## src/rtl/fib_call_responder_if.sv

```systemverilog
// Call-protocol bundle between a caller FSM (master) and the Fibonacci callee (slave).
// The caller drives the ready/accept strobes and the argument; the callee returns the result.
interface fib_call_responder_if #(
    parameter int unsigned DATA_W = 32
);
    logic                     fib_ready;
    logic                     fib_accept;
    logic signed [DATA_W-1:0] fib_in_n;
    logic                     fib_valid;
    logic signed [DATA_W-1:0] fib_out_0;
    logic                     fib_ovf;
    logic                     fib_busy;

    modport master (
        output fib_ready, fib_accept, fib_in_n,
        input  fib_valid, fib_out_0, fib_ovf, fib_busy
    );

    modport slave (
        input  fib_ready, fib_accept, fib_in_n,
        output fib_valid, fib_out_0, fib_ovf, fib_busy
    );
endinterface

```

## src/rtl/fib_call_responder.sv

```systemverilog
// Callee for the ready/accept/valid call protocol: computes F(n) iteratively,
// holds the result until it is accepted, and reports signed overflow of any computed term.
module fib_call_responder #(
    parameter int unsigned DATA_W = 32,
    parameter int unsigned CNT_W  = 32
) (
    input  logic                 clk,
    input  logic                 rst,
    fib_call_responder_if.slave  bus
);

    typedef enum logic [1:0] {
        IDLE = 2'd0,
        CALC = 2'd1,
        DONE = 2'd2
    } state_e;

    state_e                   state_q, state_d;
    logic signed [DATA_W-1:0] a_q, a_d;
    logic signed [DATA_W-1:0] b_q, b_d;
    logic        [CNT_W-1:0]  i_q, i_d;
    logic signed [DATA_W-1:0] n_q, n_d;
    logic                     ovf_q, ovf_d;
    logic signed [DATA_W-1:0] out_q, out_d;
    logic                     ovf_out_q, ovf_out_d;
    logic                     valid_q, valid_d;
    logic                     busy_q, busy_d;

    logic signed [DATA_W-1:0] sum_c;
    logic                     add_ovf_c;
    logic                     start_c;
    logic                     finish_c;

    // Wrapping add; overflow when both operands share a sign the sum does not.
    assign sum_c     = a_q + b_q;
    assign add_ovf_c = (a_q[DATA_W-1] == b_q[DATA_W-1]) && (sum_c[DATA_W-1] != a_q[DATA_W-1]);
    // Non-positive n finishes immediately with a = 0.
    assign finish_c  = n_q[DATA_W-1] || (n_q == '0) || (i_q == CNT_W'($unsigned(n_q)));

    always_comb begin
        state_d   = state_q;
        a_d       = a_q;
        b_d       = b_q;
        i_d       = i_q;
        n_d       = n_q;
        ovf_d     = ovf_q;
        out_d     = out_q;
        ovf_out_d = ovf_out_q;
        start_c   = 1'b0;

        unique case (state_q)
            IDLE: begin
                if (bus.fib_ready) start_c = 1'b1;
            end
            CALC: begin
                if (finish_c) begin
                    out_d     = a_q;
                    ovf_out_d = ovf_q;
                    state_d   = DONE;
                end else begin
                    a_d = b_q;
                    b_d = sum_c;
                    i_d = i_q + CNT_W'(1);
                    if (add_ovf_c) ovf_d = 1'b1;
                end
            end
            DONE: begin
                // A ready without accept is dropped; with accept it starts the next call directly.
                if (bus.fib_accept) begin
                    if (bus.fib_ready) start_c = 1'b1;
                    else               state_d = IDLE;
                end
            end
            default: state_d = IDLE;
        endcase

        if (start_c) begin
            n_d     = bus.fib_in_n;
            a_d     = '0;
            b_d     = DATA_W'(1);
            i_d     = '0;
            ovf_d   = 1'b0;
            state_d = CALC;
        end

        valid_d = (state_d == DONE);
        busy_d  = (state_d != IDLE);
    end

    always_ff @(posedge clk or negedge rst) begin
        if (!rst) begin
            state_q   <= IDLE;
            a_q       <= '0;
            b_q       <= DATA_W'(1);
            i_q       <= '0;
            n_q       <= '0;
            ovf_q     <= 1'b0;
            out_q     <= '0;
            ovf_out_q <= 1'b0;
            valid_q   <= 1'b0;
            busy_q    <= 1'b0;
        end else begin
            state_q   <= state_d;
            a_q       <= a_d;
            b_q       <= b_d;
            i_q       <= i_d;
            n_q       <= n_d;
            ovf_q     <= ovf_d;
            out_q     <= out_d;
            ovf_out_q <= ovf_out_d;
            valid_q   <= valid_d;
            busy_q    <= busy_d;
        end
    end

    assign bus.fib_valid = valid_q;
    assign bus.fib_busy  = busy_q;
    assign bus.fib_out_0 = out_q;
    assign bus.fib_ovf   = ovf_out_q;

endmodule
```

## src/flat_wrapper.sv

```systemverilog
// flat-port wrapper written by rule: the top's interface ports become plain ports
module fib_call_responder_flat 
#(
    parameter int unsigned DATA_W = 32,
    parameter int unsigned CNT_W  = 32
)
  (clk, rst, bus_fib_ready, bus_fib_accept, bus_fib_in_n, bus_fib_valid, bus_fib_out_0, bus_fib_ovf, bus_fib_busy);
  fib_call_responder_if #(.DATA_W(DATA_W)) bus_i ();
  input  logic clk;
  input  logic rst;
  input wire logic [$bits(bus_i.fib_ready)-1:0] bus_fib_ready;
  input wire logic [$bits(bus_i.fib_accept)-1:0] bus_fib_accept;
  input wire logic [$bits(bus_i.fib_in_n)-1:0] bus_fib_in_n;
  output wire logic [$bits(bus_i.fib_valid)-1:0] bus_fib_valid;
  output wire logic [$bits(bus_i.fib_out_0)-1:0] bus_fib_out_0;
  output wire logic [$bits(bus_i.fib_ovf)-1:0] bus_fib_ovf;
  output wire logic [$bits(bus_i.fib_busy)-1:0] bus_fib_busy;
  assign bus_i.fib_ready = bus_fib_ready;
  assign bus_i.fib_accept = bus_fib_accept;
  assign bus_i.fib_in_n = bus_fib_in_n;
  assign bus_fib_valid = bus_i.fib_valid;
  assign bus_fib_out_0 = bus_i.fib_out_0;
  assign bus_fib_ovf = bus_i.fib_ovf;
  assign bus_fib_busy = bus_i.fib_busy;
  fib_call_responder #(.DATA_W(DATA_W), .CNT_W(CNT_W)) u_core (.clk(clk), .rst(rst), .bus(bus_i));
endmodule
```

## config.mk

```make
export PLATFORM = sky130hd
export DESIGN_NAME = fib_call_responder_flat
export DESIGN_NICKNAME = d
export VERILOG_FILES = /design/src/rtl/fib_call_responder_if.sv /design/src/rtl/fib_call_responder.sv /design/src/flat_wrapper.sv
export SDC_FILE = /design/constraint.sdc
export NUM_CORES = 1
export LEC_CHECK = 0
export ABC_AREA = 1
export ABC_CLOCK_PERIOD_IN_PS = 2650
export CORE_AREA = 2 2 130 132
export CTS_BUF_LIST = sky130_fd_sc_hd__clkbuf_8
export CTS_CLUSTER_SIZE = 20
export DETAILED_ROUTE_END_ITERATION = 12
export DIE_AREA = 0 0 132 134
export PLACE_DENSITY = 0.79
export SETUP_SLACK_MARGIN = 0.3
export SYNTH_ARGS = -nofsm -noshare
export SYNTH_HDL_FRONTEND = slang
export SYNTH_SLANG_ARGS = --single-unit
```

## constraint.sdc

```tcl
create_clock -name clk -period 2.65 [get_ports clk]
set_input_delay 0.6625 -clock clk [delete_from_list [all_inputs] [get_ports clk]]
set_output_delay 0.6625 -clock clk [all_outputs]
set_load 0.02 [all_outputs]
```

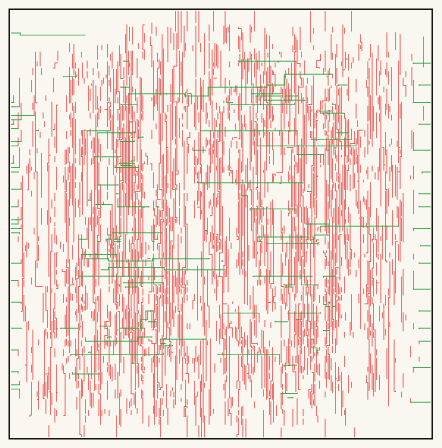
layers.png
Two of the layers only.
color	layer	wire length
green	M3	983 µm
red	M2	11500 µm
total global-route track usage: 28.25%
total length of routed wires: 23.58 mm
via total after detailed routing: 8525

==> impl_results.rst <==
Metrics
=======

.. list-table::
   :header-rows: 1

   * - Metric
     - Value
   * - Critical path data required time
     - 3.04 ns
   * - Max-cap viol count
     - 0
   * - Critical Setup Path Class
     - reg2reg
   * - Buf/Inv on CP
     - 1
   * - Die Size
     - 17690 µm²
   * - Number of logged tool warnings
     - 26
   * - Number of buffers added to fix hold violations after cts
     - 0
   * - Top cell excl fill/tap
     - sky130_fd_sc_hd__nand2_1
   * - Root buffer cell
     - sky130_fd_sc_hd__clkbuf_8
   * - Period minus WS final
     - 2.212 ns
   * - Per-instance average area after synthesis
     - 7.416 µm²
   * - Flop pwr share
     - 39.2%
   * - Dominant Register Cell
     - sky130_fd_sc_hd__dfrtp_1
   * - Maximum number of pins on one net before global-route repair
     - 67
   * - Result of the run
     - completed
   * - Pins over their slew limit
     - 0
   * - Count of yosys warnings during synthesis
     - 0
   * - Clock tree from TritonCTS
     - yes
   * - Via count of the first global-routing pass
     - 8463
   * - Number of setup violations in the final report
     - 0
   * - Detailed-route vias per instance
     - 5.348
   * - Mapped Cells
     - 1292
   * - Setup crit start kind
     - flop
   * - Antenna violations before repair
     - 0
   * - Horizontal extent of the die
     - 132 µm
   * - Worst setup slack after placement
     - 0.1423 ns
   * - Sw frac
     - 42.23%
   * - Setup TNS Final
     - 0 ns
   * - Unrepaired setup endpoints after global routing
     - no
   * - Chip Height
     - 134 µm
   * - Netlist Area Pre-Place
     - 9582 µm²
   * - First-pass GRT wire length
     - 40.06 mm
   * - Biggest cell delay along the critical path
     - 0.47 ns
   * - Crit path capture type
     - flop
   * - Clock network power share
     - 18.6%
   * - PD cells
     - 892.4 nW/µm²
   * - Clk sinks
     - 166
   * - Gpl congestion
     - 0.9824
   * - Buffers added on ports
     - 70
   * - PnR Total Power
     - 9762 µW
   * - Standard cell core area
     - 16290 µm²
   * - Start point of the critical path
     - u_core.b_q[18]
   * - Final Hold Violation Tally
     - 0
   * - Relative contribution of combinational cells to total power
     - 42.2%
   * - Boundary Pins
     - 71
   * - Crit path capture
     - u_core.b_q[27]
   * - Final antenna diode count
     - 0
   * - Cell total in the yosys stat output
     - 1292
   * - Number of instances in the placed design
     - 1562
   * - Critical-path cell with the highest stage delay
     - sky130_fd_sc_hd__dfrtp_1
   * - Number of nets at floorplan
     - 1361
   * - Crit path max fanout
     - 5
   * - Fraction of final layout cells sized beyond drive strength 1
     - 6.186%
   * - Met1 track demand over resource
     - 34.84%
   * - Worst-case register-to-register setup slack
     - 0.44 ns
   * - F_max
     - 452.2 MHz
   * - Switching power of the nets
     - 4123 µW
   * - Cell-by-cell trace of the critical path
     - ha_2 > nand2_1 > inv_1 > nand2_1 > nor2_2 > nand3_1 > or2_2 > nand3_1 > nand2_1 > o21ai_1
   * - Number of buffers inserted during clock tree synthesis
     - 17
   * - Class of the worst hold path
     - in2async
   * - Max Root-Sink Buffers
     - 2
   * - Async set or reset register ratio after synthesis
     - 100.0%
   * - Net count reported at finish
     - 1431
   * - Clock network latency to the later pin of the worst-skew pair
     - 0.48 ns
   * - Number of register bits inferred by synthesis
     - 166
   * - Detailed Route Iter0 Violations
     - 566
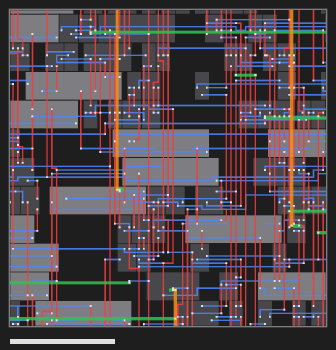
closeup.png
Scale bar: 10 µm. Window x 51 to 81, y 52 to 82 µm. Cells in gray, sequential cells in the stronger gray; small squares are vias.
color	layer
orange	M4
red	M2
green	M3
blue	M1
netlist names of flops here include	`u_core.b_q` (5), `u_core.i_q` (4)
cells with their middle in the window	69
most frequent	nand2_1 (15), dfrtp_1 (11), nor2_1 (8)
sequential cells in the window	11

-- cells in the mapped netlist (all sizes together), types with 2 or more instances --
| master | instances | share of area, % |
|---|---|---|
| nor3 | 22 | 1.2 |
| nor4 | 4 | 0.26 |
| a21boi | 2 | 0.16 |
| nand3b | 5 | 0.39 |
| nand2 | 438 | 17 |
| inv | 128 | 5.0 |
| xor2 | 19 | 1.7 |
| buf | 22 | 1.9 |
| a21oi | 43 | 2.2 |
| or2 | 2 | 0.13 |
| xnor2 | 33 | 3.0 |
| o21bai | 2 | 0.16 |
| nand3 | 54 | 3.0 |
| nand4 | 21 | 1.4 |
| o21a | 3 | 0.24 |
| dfrtp | 165 | 43 |
| clkbuf | 14 | 0.55 |
| o22ai | 2 | 0.13 |
| o21ai | 151 | 8.3 |
| ha | 32 | 4.2 |
| nor2 | 125 | 4.9 |
-- logic make-up after synthesis --
family / share of synthesized area (%)
flops: 43.37
simple gates: 28.75
compound gates: 11.28
buf+inv: 7.456
fa+ha+maj: 4.388
xor+xnor: 4.753
-- layout make-up --
type	count	area, µm²	area share, %
multi-input combinational	962	4752	43.44
inverter	128	480.5	4.392
timing repair buffer	87	892.1	8.155
clock inverter	10	95.09	0.8693
clock buffer	21	289.0	2.642
tap	220	275.3	2.516
sequential	166	4155	37.98
-- metal layers --
| metal | routed length, µm | share of wire, % |
|---|---|---|
| met5 | 0 | 0 |
| met2 | 11460 | 49 |
| met1 | 10270 | 44 |
| met4 | 869 | 3.7 |
| met3 | 982 | 4.2 |
-- power groups by stage --
stage	Clock, µW	Combinational (µW)	Sequential (µW)
global placement	0	4040	3850
global route	1940	4620	3940
CTS	1840	4150	3830
floorplan	0	2640	4020
detailed placement	0	4130	3870
finish	1810	4120	3830
Power is estimated from default activity; no workload was simulated.
